**Run 1: register map, names as in the netlist**

Bar = 50 um.
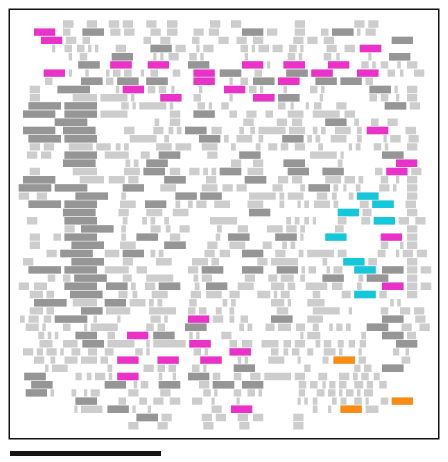
**Run 1: routing congestion map**

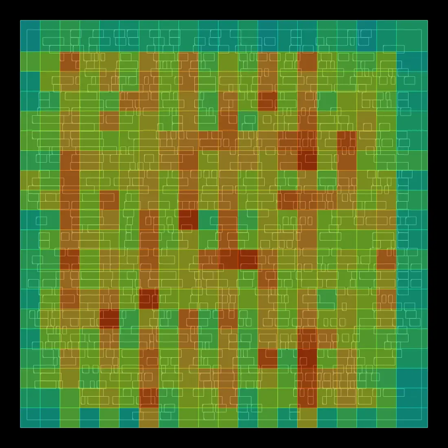
**Run 1: routed metal per tile**

Bar = 50 um. The die is cut into 28 by 28 equal tiles; dark blue is low, red is high, scaled to the fullest tile. Values are wire area over tile area, all layers added.
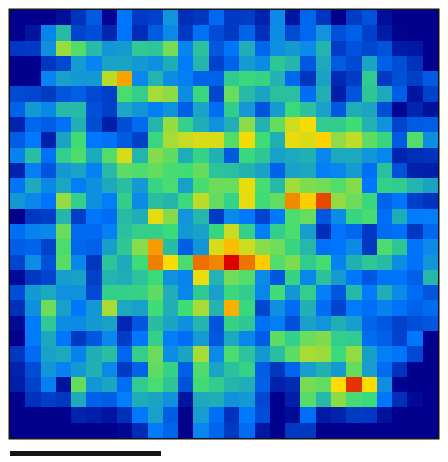
$ cat config.mk
export PLATFORM = sky130hd
export DESIGN_NAME = uart_io_ctrl
export DESIGN_NICKNAME = d
export VERILOG_FILES = /design/src/rtl/uart_io_pkg.sv /design/src/rtl/uart_rx_fifo.sv /design/src/rtl/uart_io_ctrl.sv
export SDC_FILE = /design/constraint.sdc
export NUM_CORES = 1
export LEC_CHECK = 0
export ABC_CLOCK_PERIOD_IN_PS = 5050
export CELL_PAD_IN_SITES_DETAIL_PLACEMENT = 1
export CELL_PAD_IN_SITES_GLOBAL_PLACEMENT = 2
export CORE_MARGIN = 2
export CORE_UTILIZATION = 36
export CTS_CLUSTER_SIZE = 10
export DETAILED_ROUTE_END_ITERATION = 10
export HOLD_SLACK_MARGIN = 0.08
export PLACE_DENSITY_LB_ADDON = 0.05
export SLEW_MARGIN = 25
export SYNTH_ARGS = -nofsm -noshare
export SYNTH_HDL_FRONTEND = slang
export SYNTH_HIERARCHICAL = 1
export SYNTH_SLANG_ARGS = --single-unit
$ cat constraint.sdc
create_clock -name CLK -period 5.05 [get_ports CLK]
set_input_delay 0.7575 -clock CLK [delete_from_list [all_inputs] [get_ports CLK]]
set_output_delay 0.7575 -clock CLK [all_outputs]
set_load 0.05 [all_outputs]
$ cat src/rtl/uart_io_pkg.sv
// Shared types and constants for the UART I/O controller and the core's IN/OUT opcodes.
package uart_io_pkg;

    localparam int BYTES_PER_WORD = 4;
    localparam int BYTE_W         = 8;
    localparam int WORD_W         = BYTES_PER_WORD * BYTE_W;

    localparam logic [1:0] LAST_IDX = 2'(BYTES_PER_WORD - 1);

    localparam logic [5:0] OP_IN  = 6'b111011;
    localparam logic [5:0] OP_OUT = 6'b111100;

    typedef enum logic [2:0] {
        IDLE,
        LOAD,
        IN_COLLECT,
        OUT_ISSUE,
        OUT_WAIT_BUSY,
        OUT_WAIT_READY,
        DONE
    } state_t;

    // Byte lanes are numbered MSB-first: idx 0 is bits [31:24].
    function automatic logic [BYTE_W-1:0] get_byte(input logic [WORD_W-1:0] word,
                                                   input logic [1:0] idx);
        logic [BYTE_W-1:0] b;
        case (idx)
            2'd0:    b = word[31:24];
            2'd1:    b = word[23:16];
            2'd2:    b = word[15:8];
            default: b = word[7:0];
        endcase
        return b;
    endfunction

    function automatic logic [WORD_W-1:0] put_byte(input logic [WORD_W-1:0] word,
                                                   input logic [1:0] idx,
                                                   input logic [BYTE_W-1:0] b);
        logic [WORD_W-1:0] r;
        r = word;
        case (idx)
            2'd0:    r[31:24] = b;
            2'd1:    r[23:16] = b;
            2'd2:    r[15:8]  = b;
            default: r[7:0]   = b;
        endcase
        return r;
    endfunction

endpackage

$ cat src/rtl/uart_rx_fifo.sv
// Show-ahead receive byte FIFO with a sticky overflow flag.
module uart_rx_fifo #(
    parameter int DEPTH = 4,
    parameter int WIDTH = 8
) (
    input  logic             CLK,
    input  logic             rst,
    input  logic             push,
    input  logic [WIDTH-1:0] push_data,
    input  logic             pop,
    output logic [WIDTH-1:0] head,
    output logic             empty,
    output logic             full,
    output logic             overflow
);
    localparam int PTR_W = (DEPTH > 1) ? $clog2(DEPTH) : 1;
    localparam int CNT_W = PTR_W + 1;

    logic [WIDTH-1:0] mem [DEPTH];
    logic [PTR_W-1:0] wr_ptr;
    logic [PTR_W-1:0] rd_ptr;
    logic [CNT_W-1:0] count;
    logic             do_push;
    logic             do_pop;

    assign empty   = (count == '0);
    assign full    = (count == CNT_W'(DEPTH));
    assign do_pop  = pop && !empty;
    // A pop in the same cycle frees the slot, so a push while full still lands.
    assign do_push = push && (!full || do_pop);
    assign head    = mem[rd_ptr];

    always_ff @(posedge CLK) begin
        if (rst) begin
            wr_ptr   <= '0;
            rd_ptr   <= '0;
            count    <= '0;
            overflow <= 1'b0;
        end else begin
            if (do_push) begin
                mem[wr_ptr] <= push_data;
                wr_ptr      <= wr_ptr + PTR_W'(1);
            end
            if (do_pop) begin
                rd_ptr <= rd_ptr + PTR_W'(1);
            end
            if (do_push && !do_pop) begin
                count <= count + CNT_W'(1);
            end else if (!do_push && do_pop) begin
                count <= count - CNT_W'(1);
            end
            if (push && !do_push) begin
                overflow <= 1'b1;
            end
        end
    end

endmodule

$ cat src/rtl/uart_io_ctrl.sv
// Shares one UART receiver/sender pair between the instruction loader and CPU IN/OUT.
//
// state          | meaning
// IDLE           | waiting for load_mode or a CPU request
// LOAD           | packing FIFO bytes into loader words
// IN_COLLECT     | popping 4 bytes for a CPU IN
// OUT_ISSUE      | waiting for sender ready, then pulsing tx_enable
// OUT_WAIT_BUSY  | enable cycle; sender ready not yet meaningful
// OUT_WAIT_READY | waiting for the sender to finish the byte
// DONE           | io_done pulse
module uart_io_ctrl
    import uart_io_pkg::*;
#(
    parameter int RX_DEPTH   = 4,
    parameter int ADDR_WIDTH = 2
) (
    input  logic                  CLK,
    input  logic                  rst,
    input  logic [7:0]            rx_data,
    input  logic                  rx_valid,
    output logic [7:0]            tx_data,
    output logic                  tx_enable,
    input  logic                  tx_ready,
    input  logic                  load_mode,
    output logic [31:0]           loader_word,
    output logic [ADDR_WIDTH-1:0] loader_addr,
    output logic                  loader_we,
    input  logic                  io_req,
    input  logic                  io_we,
    input  logic [31:0]           io_wdata,
    output logic [31:0]           io_rdata,
    output logic                  io_done,
    output logic                  rx_overflow
);
    state_t      state;
    logic [1:0]  idx;
    logic [31:0] word_sr;

    logic        fifo_pop;
    logic [7:0]  fifo_head;
    logic        fifo_empty;
    logic        unused_fifo_full;

    uart_rx_fifo #(
        .DEPTH (RX_DEPTH),
        .WIDTH (BYTE_W)
    ) u_fifo (
        .CLK       (CLK),
        .rst       (rst),
        .push      (rx_valid),
        .push_data (rx_data),
        .pop       (fifo_pop),
        .head      (fifo_head),
        .empty     (fifo_empty),
        .full      (unused_fifo_full),
        .overflow  (rx_overflow)
    );

    // Bytes are left in the FIFO the moment load_mode drops so a pending IN can use them.
    assign fifo_pop = !fifo_empty &&
                      (((state == LOAD) && load_mode) || (state == IN_COLLECT));

    always_ff @(posedge CLK) begin
        if (rst) begin
            state       <= IDLE;
            idx         <= '0;
            word_sr     <= '0;
            tx_data     <= '0;
            tx_enable   <= 1'b0;
            loader_word <= '0;
            loader_addr <= '0;
            loader_we   <= 1'b0;
            io_rdata    <= '0;
            io_done     <= 1'b0;
        end else begin
            tx_enable <= 1'b0;
            loader_we <= 1'b0;
            io_done   <= 1'b0;
            if (loader_we) begin
                loader_addr <= loader_addr + ADDR_WIDTH'(1);
            end

            case (state)
                IDLE: begin
                    idx <= '0;
                    if (load_mode) begin
                        // Entering LOAD from IDLE is always a fresh load session.
                        loader_addr <= '0;
                        state       <= LOAD;
                    end else if (io_req) begin
                        if (io_we) begin
                            word_sr <= io_wdata;
                            state   <= OUT_ISSUE;
                        end else begin
                            state <= IN_COLLECT;
                        end
                    end
                end

                LOAD: begin
                    if (!load_mode) begin
                        idx   <= '0;
                        state <= IDLE;
                    end else if (!fifo_empty) begin
                        word_sr <= put_byte(word_sr, idx, fifo_head);
                        idx     <= idx + 2'd1;
                        if (idx == LAST_IDX) begin
                            loader_word <= put_byte(word_sr, idx, fifo_head);
                            loader_we   <= 1'b1;
                        end
                    end
                end

                IN_COLLECT: begin
                    if (!fifo_empty) begin
                        word_sr <= put_byte(word_sr, idx, fifo_head);
                        idx     <= idx + 2'd1;
                        if (idx == LAST_IDX) begin
                            io_rdata <= put_byte(word_sr, idx, fifo_head);
                            io_done  <= 1'b1;
                            state    <= DONE;
                        end
                    end
                end

                OUT_ISSUE: begin
                    if (tx_ready) begin
                        tx_data   <= get_byte(word_sr, idx);
                        tx_enable <= 1'b1;
                        state     <= OUT_WAIT_BUSY;
                    end
                end

                OUT_WAIT_BUSY: begin
                    state <= OUT_WAIT_READY;
                end

                OUT_WAIT_READY: begin
                    if (tx_ready) begin
                        if (idx == LAST_IDX) begin
                            io_done <= 1'b1;
                            state   <= DONE;
                        end else begin
                            idx   <= idx + 2'd1;
                            state <= OUT_ISSUE;
                        end
                    end
                end

                DONE: begin
                    state <= IDLE;
                end

                default: begin
                    state <= IDLE;
                end
            endcase
        end
    end

endmodule

==> results_dict.tcl, run 1 <==
# yosys + openroad results
set metrics [dict create \
    synthCells 625 \
    htreeDepth 4 \
    outcome "complete, no violations" \
    crit_type "input port to flip-flop" \
    fp_util_pct 36.6 \
    clockPowerShare_pct 30.3 \
    path_clk_slew_ps 60 \
    clock.fmax_mhz 290 \
    power.internal_uw 2580 \
    antenna_cells 0 \
    final_nets 782 \
    hold_viol 0 \
    power_leader "sequential cells" \
    p_sw_uw 1530 \
    overflow 0 \
    post-place-ws_ps 1180 \
    final_layout_size_suffix_gt1_share_pct 13.0 \
    grt_first_pass_wirelength_um 31100 \
    power_density_nw_per_um2 469 \
    cts_resized 0 \
    setup_slack_ps 1600 \
    powerComb_uw 1280 \
    cts_buffer_depth 2 \
    cts_sinks 156 \
    syn_avg_cell_area_um2 11.0 \
    cts_buffers 17 \
    worstSetupStartpointType "input port" \
    drt_iter0_drc 378 \
    insertion_delay_ps 420 \
    tns_ps 0 \
    irDropWorstVdd_uv 251 \
    p_seq_share_pct 38.7 \
    min_path_type "flip-flop to flip-flop" \
    antenna_left 0 \
    hold_buffers 0 \
    ioPinCount 125 \
    post-dp-hpwl_um 14000 \
    seq_power_uw 1590 \
    instances_no_fill 970 \
    final_cell_area_um2 8750 \
    worstPathMaxFanout 7 \
    skew_ps 9.98 \
    period_minus_slack_ps 3450 \
    rows 50 \
    slew_violations 0 \
    cp_data_required_time_ps 5390 \
    drv_cap 0 \
    finalSetupViolations 0 \
    antenna_found_initial 0 \
    placed_area_um2 8180 \
    grt_max_degree 57 \
    post_cts_buffers 0 \
    tritoncts "built" \
    rsz0062_at_grt "no" \
    die_w_um 142 \
    fp_nets 684 \
    syn2layout_area_growth_pct 27.7 \
    ys_warn_count 6 \
    whs_ps 485 \
    place_congestion 0.718 \
    final_layout_top_logic_cells "dfxtp_1 (124), clkdlybuf4s50_1 (123), nor2_1 (78)" \
    p_leak_uw 0.00283 \
    fin_crit_sh_pct 68.3 \
    swShare_pct 37.2 \
    cp-end-kind "flip-flop" \
    power_uw 4110 \
    io_buffer_count 124 \
    final_common_cell "dfxtp_1" \
    drc_errors 0 \
    synth.cell_area_um2 6850 \
    critical_path_arrival_ps 3800 \
    dr.pass1.iters 4 \
    cts.root.buffer_cell "clkbuf_16" \
    worstMarginPinSlew_ps 913 \
    grt_pass1_vias 5509 \
    slew_headroom_pct 38.7 \
    p_clk_uw 1240 \
    warning_count 33 \
    power_frac_comb_pct 31.1 \
    drt-vias-per-instance 5.47 \
    dieHeight_um 142 \
    core_area_um2 18700 \
    place_inst 938 \
    chip_area_um2 20200 \
]
Notes on 'register map, names as in the netlist' above:
- orange: state (placed flops 3)
- cyan: tx_data (placed flops 8; where east)
- magenta: loader_word (placed flops 32; where spread over the die)
final core utilization: 46.8%
Storage cell area: 3440 um^2

Notes on 'routing congestion map' above:
total global-route track usage: 20.1%
met3 usage: 3.70%
GR Util met1: 26.6%
GR Layer Usage met2: 34.3%
grt peak-use layer: met2

Notes on 'routed metal per tile' above:
- fullest tile: 0.49
- densest ninth of the die: centre
- nearly empty tiles: 7.4%
- tiles over half the peak: 16%
DR vias: 5307
DRT Wirelength: 20000 um
wire per inst: 20.6 um

run 1: final timing paths:
path / from / end / slack (ps) / cells after the start
worst max-delay path: load_mode / u_fifo/count[2] / 1600 / 13
worst min-delay path: word_sr[0] / word_sr[0] / 490 / 1
worst max register to register: u_fifo/count[1] / u_fifo/count[2] / 1850 / 12
worst min register to register: word_sr[0] / word_sr[0] / 490 / 1
run 1: worst max-delay path, stage by stage:
cell and delay, ps:
clkdlybuf4s50_1 580, nor2b_1 310, mux2i_1 120, nor2_1 360
nor4b_2 110, nand2b_4 190, inv_2 90, ha_1 190
inv_1 60, fa_1 390, xor2_1 180, or3_1 310
a21oi_1 140
run 1: layer usage:
metal	GRT usage, %	wire [um]	up-vias
li1	-	-	2532
met1	26.6	9270	2648
met2	34.3	9940	113
met3	3.70	686	14
met4	4.26	123	0
met5	0	0	-
run 1: area by class of cell:
| cell class | count | area [um^2] |
|---|---|---|
| Clock buffer | 20 | 457 |
| Clock inverter | 12 | 114 |
| Fill cell | 2009 | 9960 |
| Inverter | 8 | 30.0 |
| Multi-Input combinational cell | 405 | 3090 |
| Sequential cell | 156 | 3440 |
| Tap cell | 234 | 293 |
| Timing Repair Buffer | 135 | 1320 |
run 1: flip-flops by register name, summed over array words and instances, names as in the netlist, named ones only:
| name | flops |
|---|---|
| state | 3 |
| u_fifo/wr_ptr | 2 |
| word_sr | 32 |
| loader_we | 1 |
| loader_addr | 2 |
| io_done | 1 |
| tx_enable | 1 |
| u_fifo/rd_ptr | 2 |
| tx_data | 8 |
| u_fifo/mem | 32 |
| io_rdata | 32 |
| u_fifo/overflow | 1 |
| u_fifo/count | 3 |
| idx | 2 |
| loader_word | 32 |
--- run 2 (diff from run 1) ---
Settings changed: ABC_CLOCK_PERIOD_IN_PS 5050 to 3350, CORE_UTILIZATION 36 to 34.
Clock period 5.05 ns to 3.35 ns, I/O delays scaled along.
**Run 2: register map, names as in the netlist**

Bar = 50 um.
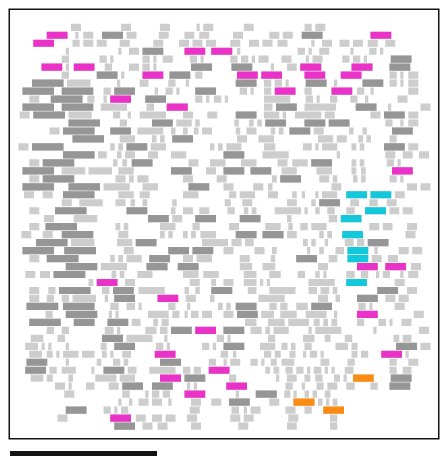
- magenta: loader_word (placed flops 32; where spread over the die)
- orange: state (placed flops 3)
- cyan: tx_data (placed flops 8; where east)
final core utilization: 45.3%
seq pwr: 2350 uW
Seq/total area: 38.7%

**Run 2: routed metal per tile**

Bar = 50 um. The die is cut into 29 by 29 equal tiles; dark blue is low, red is high, scaled to the fullest tile. Values are wire area over tile area, all layers added.
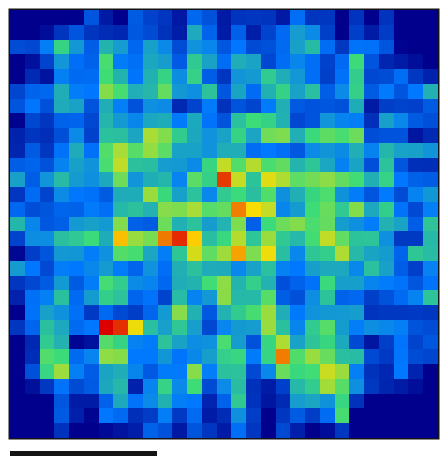
- tiles over half the peak: 13%
- densest ninth of the die: centre
- mean over tiles: 0.14
- nearly empty tiles: 7.7%
- fullest tile: 0.50
wire per inst: 19.8 um
total global-route track usage: 19.1%
DR vias: 5266
DRT Wirelength: 20100 um

==> run 2 against run 1 <==
- power up 54%
- routed wire length increased by 0.24%
- via count decreased by 0.77%
- count of clock-buffer cells in the layout shrank 3
- cell area increased by 1.7%
- largest cell class unchanged
==> results_dict.tcl, run 2 <==
# yosys + openroad results
set metrics [dict create \
    irDropWorstVdd_uv 416 \
    min_path_type "flip-flop to flip-flop" \
    fp_nets 684 \
    ioPinCount 125 \
    final_nets 792 \
    crit_path_cell_trace "nor3_1 -> or2_2 -> nor2_1 -> nor4b_2 -> nand2b_4 -> inv_2 -> ha_1 -> inv_1 -> fa_1 -> xor2_1 -> or3_1 -> a21oi_1" \
    path_clk_slew_ps 70 \
    power_frac_comb_pct 31.9 \
    drt_iter0_drc 326 \
    grt_max_degree 57 \
    r2r-start "u_fifo/count[0]" \
    dieHeight_um 146 \
    rows 51 \
    hold_path_end "word_sr[3]" \
    tns_ps 0 \
    critical_path_arrival_ps 3310 \
    highest_layer "met5" \
    post-dp-hpwl_um 14500 \
    clockPowerShare_pct 30.9 \
    powerComb_uw 2020 \
    place_congestion 0.774 \
    nFillCells 2173 \
    finalSetupViolations 0 \
    drt-vias-per-instance 5.21 \
    crit_path_max_incr_delay_ps 470 \
    hold_buffers 0 \
    min_delay_path_depth 1 \
    swShare_pct 37.9 \
    fp_util_pct 34.9 \
    antenna_left 0 \
    antenna_cells 0 \
    post_cts_buffers 0 \
    slew_violations 0 \
    cp-end-kind "flip-flop" \
    wl_met3_um 700 \
    skew_ps 24.7 \
    synthCells 625 \
    slew_headroom_pct 42.8 \
    grt_first_pass_wirelength_um 31900 \
    cp_data_required_time_ps 3710 \
    chip_area_um2 21300 \
    r2r-end "u_fifo/count[2]" \
    wl_met1_um 9300 \
    outcome "complete, no violations" \
    core_area_um2 19700 \
    p_leak_uw 0.00290 \
    worstPathMaxFanout 6 \
    htreeDepth 4 \
    cts_sinks 156 \
    whs_ps 492 \
    drv_cap 0 \
    dr.pass1.iters 4 \
    p_clk_uw 1960 \
    grt_pass1_vias 5541 \
    insertion_delay_ps 430 \
    power_leader "sequential cells" \
    worst_hold_startpoint "word_sr[3]" \
    ff2ff_setup_slack_ps 390 \
    drc_errors 0 \
    cts.root.buffer_cell "clkbuf_16" \
    synth.cell_area_um2 6850 \
    period_minus_slack_ps 2960 \
    power_density_nw_per_um2 711 \
    p_seq_share_pct 37.2 \
    syn2layout_area_growth_pct 29.9 \
    syn_avg_cell_area_um2 11.0 \
    final_layout_top_logic_cells "dfxtp_1 (124), clkdlybuf4s50_1 (123), nor2_1 (78)" \
    route.met2.wl_um 9860 \
    r2r_cells 12 \
    instances_no_fill 1011 \
    cts_resized 0 \
    final_layout_size_suffix_gt1_share_pct 14.3 \
    worstMarginPinSlew_ps 856 \
    p_sw_uw 2400 \
    io_buffer_count 124 \
    power.internal_uw 3940 \
    hold_viol 0 \
    rsz0062_at_grt "no" \
    fin_crit_sh_pct 88.2 \
    slowest_stage "dfxtp_1" \
    cts_buffers 17 \
    antenna_found_initial 1 \
    final_common_cell "dfxtp_1" \
    ys_warn_count 6 \
    tritoncts "built" \
    place_inst 979 \
    clock.fmax_mhz 338 \
]
run 2: worst max-delay path by stage:
stage                                from         endpoint  slack (ps)
after floorplan           u_fifo/count[0]  u_fifo/count[2]         760
after global placement          load_mode  u_fifo/count[2]         180
after CTS                 u_fifo/count[0]  u_fifo/count[2]         400
after global routing      u_fifo/count[0]  u_fifo/count[2]         190
final                     u_fifo/count[0]  u_fifo/count[2]         390
after detailed placement        load_mode  u_fifo/count[2]         110
run 2: per-layer routing:
metal | GRT usage (%) | vias up
met5 | 0 | -
met2 | 31.5 | 89
met3 | 3.32 | 16
met1 | 25.8 | 2596
met4 | 5.63 | 2
li1 | - | 2563
run 2: critical path, delay by kind of cell (launching register included):
family / cells / cell delay [ps]
xor+xnor: 1 / 180
simple gates: 6 / 1380
compound gates: 1 / 150
fa+ha+maj: 2 / 550
buf+inv: 2 / 150
flops: 1 / 470
run 2: layout make-up:
cell class | instances | area, um^2 | area share (%)
well taps | 265 | 332 | 3.72
multi-input cells | 405 | 3090 | 34.7
inverters | 8 | 30.0 | 0.337
clock buffers | 17 | 425 | 4.78
clock inverters | 15 | 164 | 1.84
repair buffers | 145 | 1420 | 15.9
flip-flops and latches | 156 | 3440 | 38.7
run 2: through the flow:
| step | utilization (%) | worst slack [ps] | cell area, um^2 | total power, uW |
|---|---|---|---|---|
| 2_1_floorplan | - | 756 | 6850 | 3800 |
| 3_3_place_gp | 42.3 | 179 | 8310 | 4370 |
| 3_5_place_dp | 42.3 | 105 | 8310 | 4430 |
| 4_1_cts | 45.3 | 401 | 8900 | 6400 |
| 5_1_grt | 45.3 | 190 | 8900 | 6690 |
| 6_report | 45.3 | 395 | 8900 | 6330 |
--- run 3 (diff from run 2) ---
Settings changed: ABC_CLOCK_PERIOD_IN_PS 3350 to not set, SKIP_LAST_GASP set to 1.
**Run 3: placement by cell class**

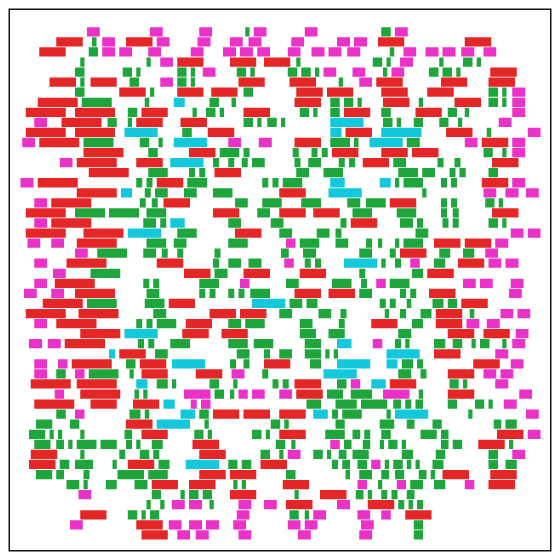
- green: all other logic (cells 413; share of their area 36%)
- red: flip-flops (cells 156; share of their area 40%)
- magenta: other buffers and delay cells (cells 145; share of their area 17%)
- cyan: clock drivers and dummy loads (cells 32; share of their area 6.9%)
core area: 19700 um^2
std cell rows: 51
Design Area, Final: 8900 um^2

**Run 3: routed metal per tile**

Bar = 50 um. The die is cut into 29 by 29 equal tiles; dark blue is low, red is high, scaled to the fullest tile. Values are wire area over tile area, all layers added.
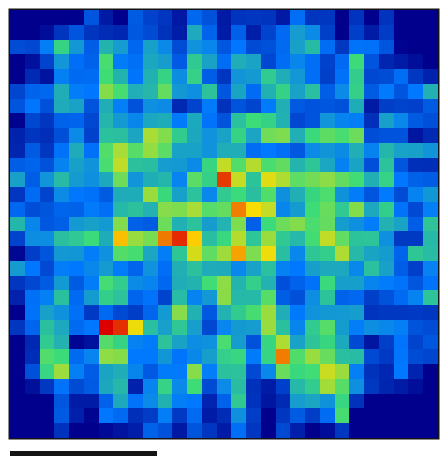
- densest ninth of the die: centre
- mean over tiles: 0.14
- tiles over half the peak: 13%
- fullest tile: 0.50

==> run 3 against run 2 <==
- non-clock buffer count unchanged
- via count unchanged
- power unchanged
- worst hold slack unchanged
- critical path type unchanged
- highest routed layer unchanged
==> results_dict.tcl, run 3 <==
# yosys + openroad results
set metrics [dict create \
    syn2layout_area_growth_pct 29.9 \
    post-place-ws_ps 105 \
    cts_sinks 156 \
    whs_ps 492 \
    outcome "complete, no violations" \
    nFillCells 2173 \
    cts.root.buffer_cell "clkbuf_16" \
    power_uw 6330 \
    fin_util_pct 45.3 \
    chip_area_um2 21300 \
    drv_cap 0 \
    hold_path_end "word_sr[3]" \
    cts_buffer_depth 2 \
    insertion_delay_ps 430 \
    grt_pass1_vias 5541 \
    wl_per_cell_um 19.8 \
    antenna_cells 0 \
    top_usage_layer "met2" \
    worstSetupStartpointType "flip-flop" \
    grt_max_degree 57 \
    critical_path_arrival_ps 3310 \
    min_delay_path_depth 1 \
    ioPinCount 125 \
    dieHeight_um 146 \
    cts_resized 0 \
    synthCells 625 \
    rsz0062_at_grt "no" \
    fp_nets 684 \
    ys_warn_count 6 \
    warning_count 33 \
    dr.pass1.iters 4 \
    power_density_nw_per_um2 711 \
    post_cts_buffers 0 \
    grt_use_total_pct 19.1 \
    tns_ps 0 \
    p_leak_uw 0.00290 \
    clock.fmax_mhz 338 \
    worstMarginPinSlew_ps 856 \
    slew_violations 0 \
    finalSetupViolations 0 \
    r2r-start "u_fifo/count[0]" \
    cts_buffers 17 \
    setup_slack_ps 395 \
    r2r_cells 12 \
    overflow 0 \
    fp_util_pct 34.9 \
    worst_hold_startpoint "word_sr[3]" \
    hold_viol 0 \
    antenna_left 0 \
    slew_headroom_pct 42.8 \
    ff2ff_setup_slack_ps 390 \
    cp_data_required_time_ps 3710 \
    synth.cell_area_um2 6850 \
    htreeDepth 4 \
    cp-end-kind "flip-flop" \
    r2r-end "u_fifo/count[2]" \
    final_nets 792 \
    period_minus_slack_ps 2960 \
    worstPathMaxFanout 6 \
    grt_first_pass_wirelength_um 31900 \
    final_common_cell "dfxtp_1" \
    place_congestion 0.774 \
    irDropWorstVdd_uv 416 \
    final_layout_size_suffix_gt1_share_pct 14.3 \
    hold_buffers 0 \
    routed-via-count 5266 \
    final_layout_top_logic_cells "dfxtp_1 (124), clkdlybuf4s50_1 (123), nor2_1 (78)" \
    die_w_um 146 \
    use_met2_pct 31.5 \
    io_buffer_count 124 \
    antenna_found_initial 1 \
    min_path_type "flip-flop to flip-flop" \
    drc_errors 0 \
    gr-usage-met1_pct 25.8 \
    grt_use_met3_pct 3.32 \
    tritoncts "built" \
    syn_avg_cell_area_um2 11.0 \
    drt_iter0_drc 326 \
    post-dp-hpwl_um 14500 \
    path_clk_slew_ps 70 \
    fin_crit_sh_pct 88.2 \
    skew_ps 24.7 \
    crit_type "flip-flop to flip-flop" \
    wl_um 20100 \
    drt-vias-per-instance 5.21 \
]
## run 3: cell counts in the layout (fill, tap and decap cells not counted)
No cell type changed its count.
## run 3: stage by stage
stage	cell area (um^2)	instances
2_1_floorplan	6850	625
3_3_place_gp	8310	979
3_5_place_dp	8310	979
4_1_cts	8900	1011
5_1_grt	8900	1011
6_report	8900	1011
## run 3: worst max path at each step
stage / startpoint / to / slack, ps / cells past startpoint
global route: u_fifo/count[0] / u_fifo/count[2] / 190 / 12
detailed placement: load_mode / u_fifo/count[2] / 110 / 13
finish: u_fifo/count[0] / u_fifo/count[2] / 390 / 12
floorplan: u_fifo/count[0] / u_fifo/count[2] / 760 / 12
global placement: load_mode / u_fifo/count[2] / 180 / 13
CTS: u_fifo/count[0] / u_fifo/count[2] / 400 / 12
## run 3: report_power, final
group | leakage, uW | switching (uW) | total (uW) | internal (uW)
clock network | 0.000295 | 891 | 1960 | 1070
logic | 0.00131 | 1280 | 2020 | 741
registers | 0.00129 | 227 | 2350 | 2130
total | 0.00290 | 2400 | 6330 | 3940
## run 3: worst max-delay path, stage by stage (launching register included)
cell      delay (ps)
dfxtp_1          470
nor3_1           150
or2_2            320
nor2_1           310
nor4b_2          110
nand2b_4         180
inv_2             90
ha_1             180
inv_1             60
fa_1             370
xor2_1           180
or3_1            310
a21oi_1          150
## run 3: metal layers
metal,routed length [um],part of all wire [%]
met1,9300,46
met2,9860,49
met3,700,3.5
met4,189,0.94
met5,13,0.065
## run 3: cell type report
cell class                      count  area [um^2]  area share [%]
Inverter                            8         30.0           0.337
Timing Repair Buffer              145         1420            15.9
Clock inverter                     15          164            1.84
Tap cell                          265          332            3.72
Sequential cell                   156         3440            38.7
Multi-Input combinational cell    405         3090            34.7
Clock buffer                       17          425            4.78
No activity file was given, so power comes from the tool's default toggle rates.
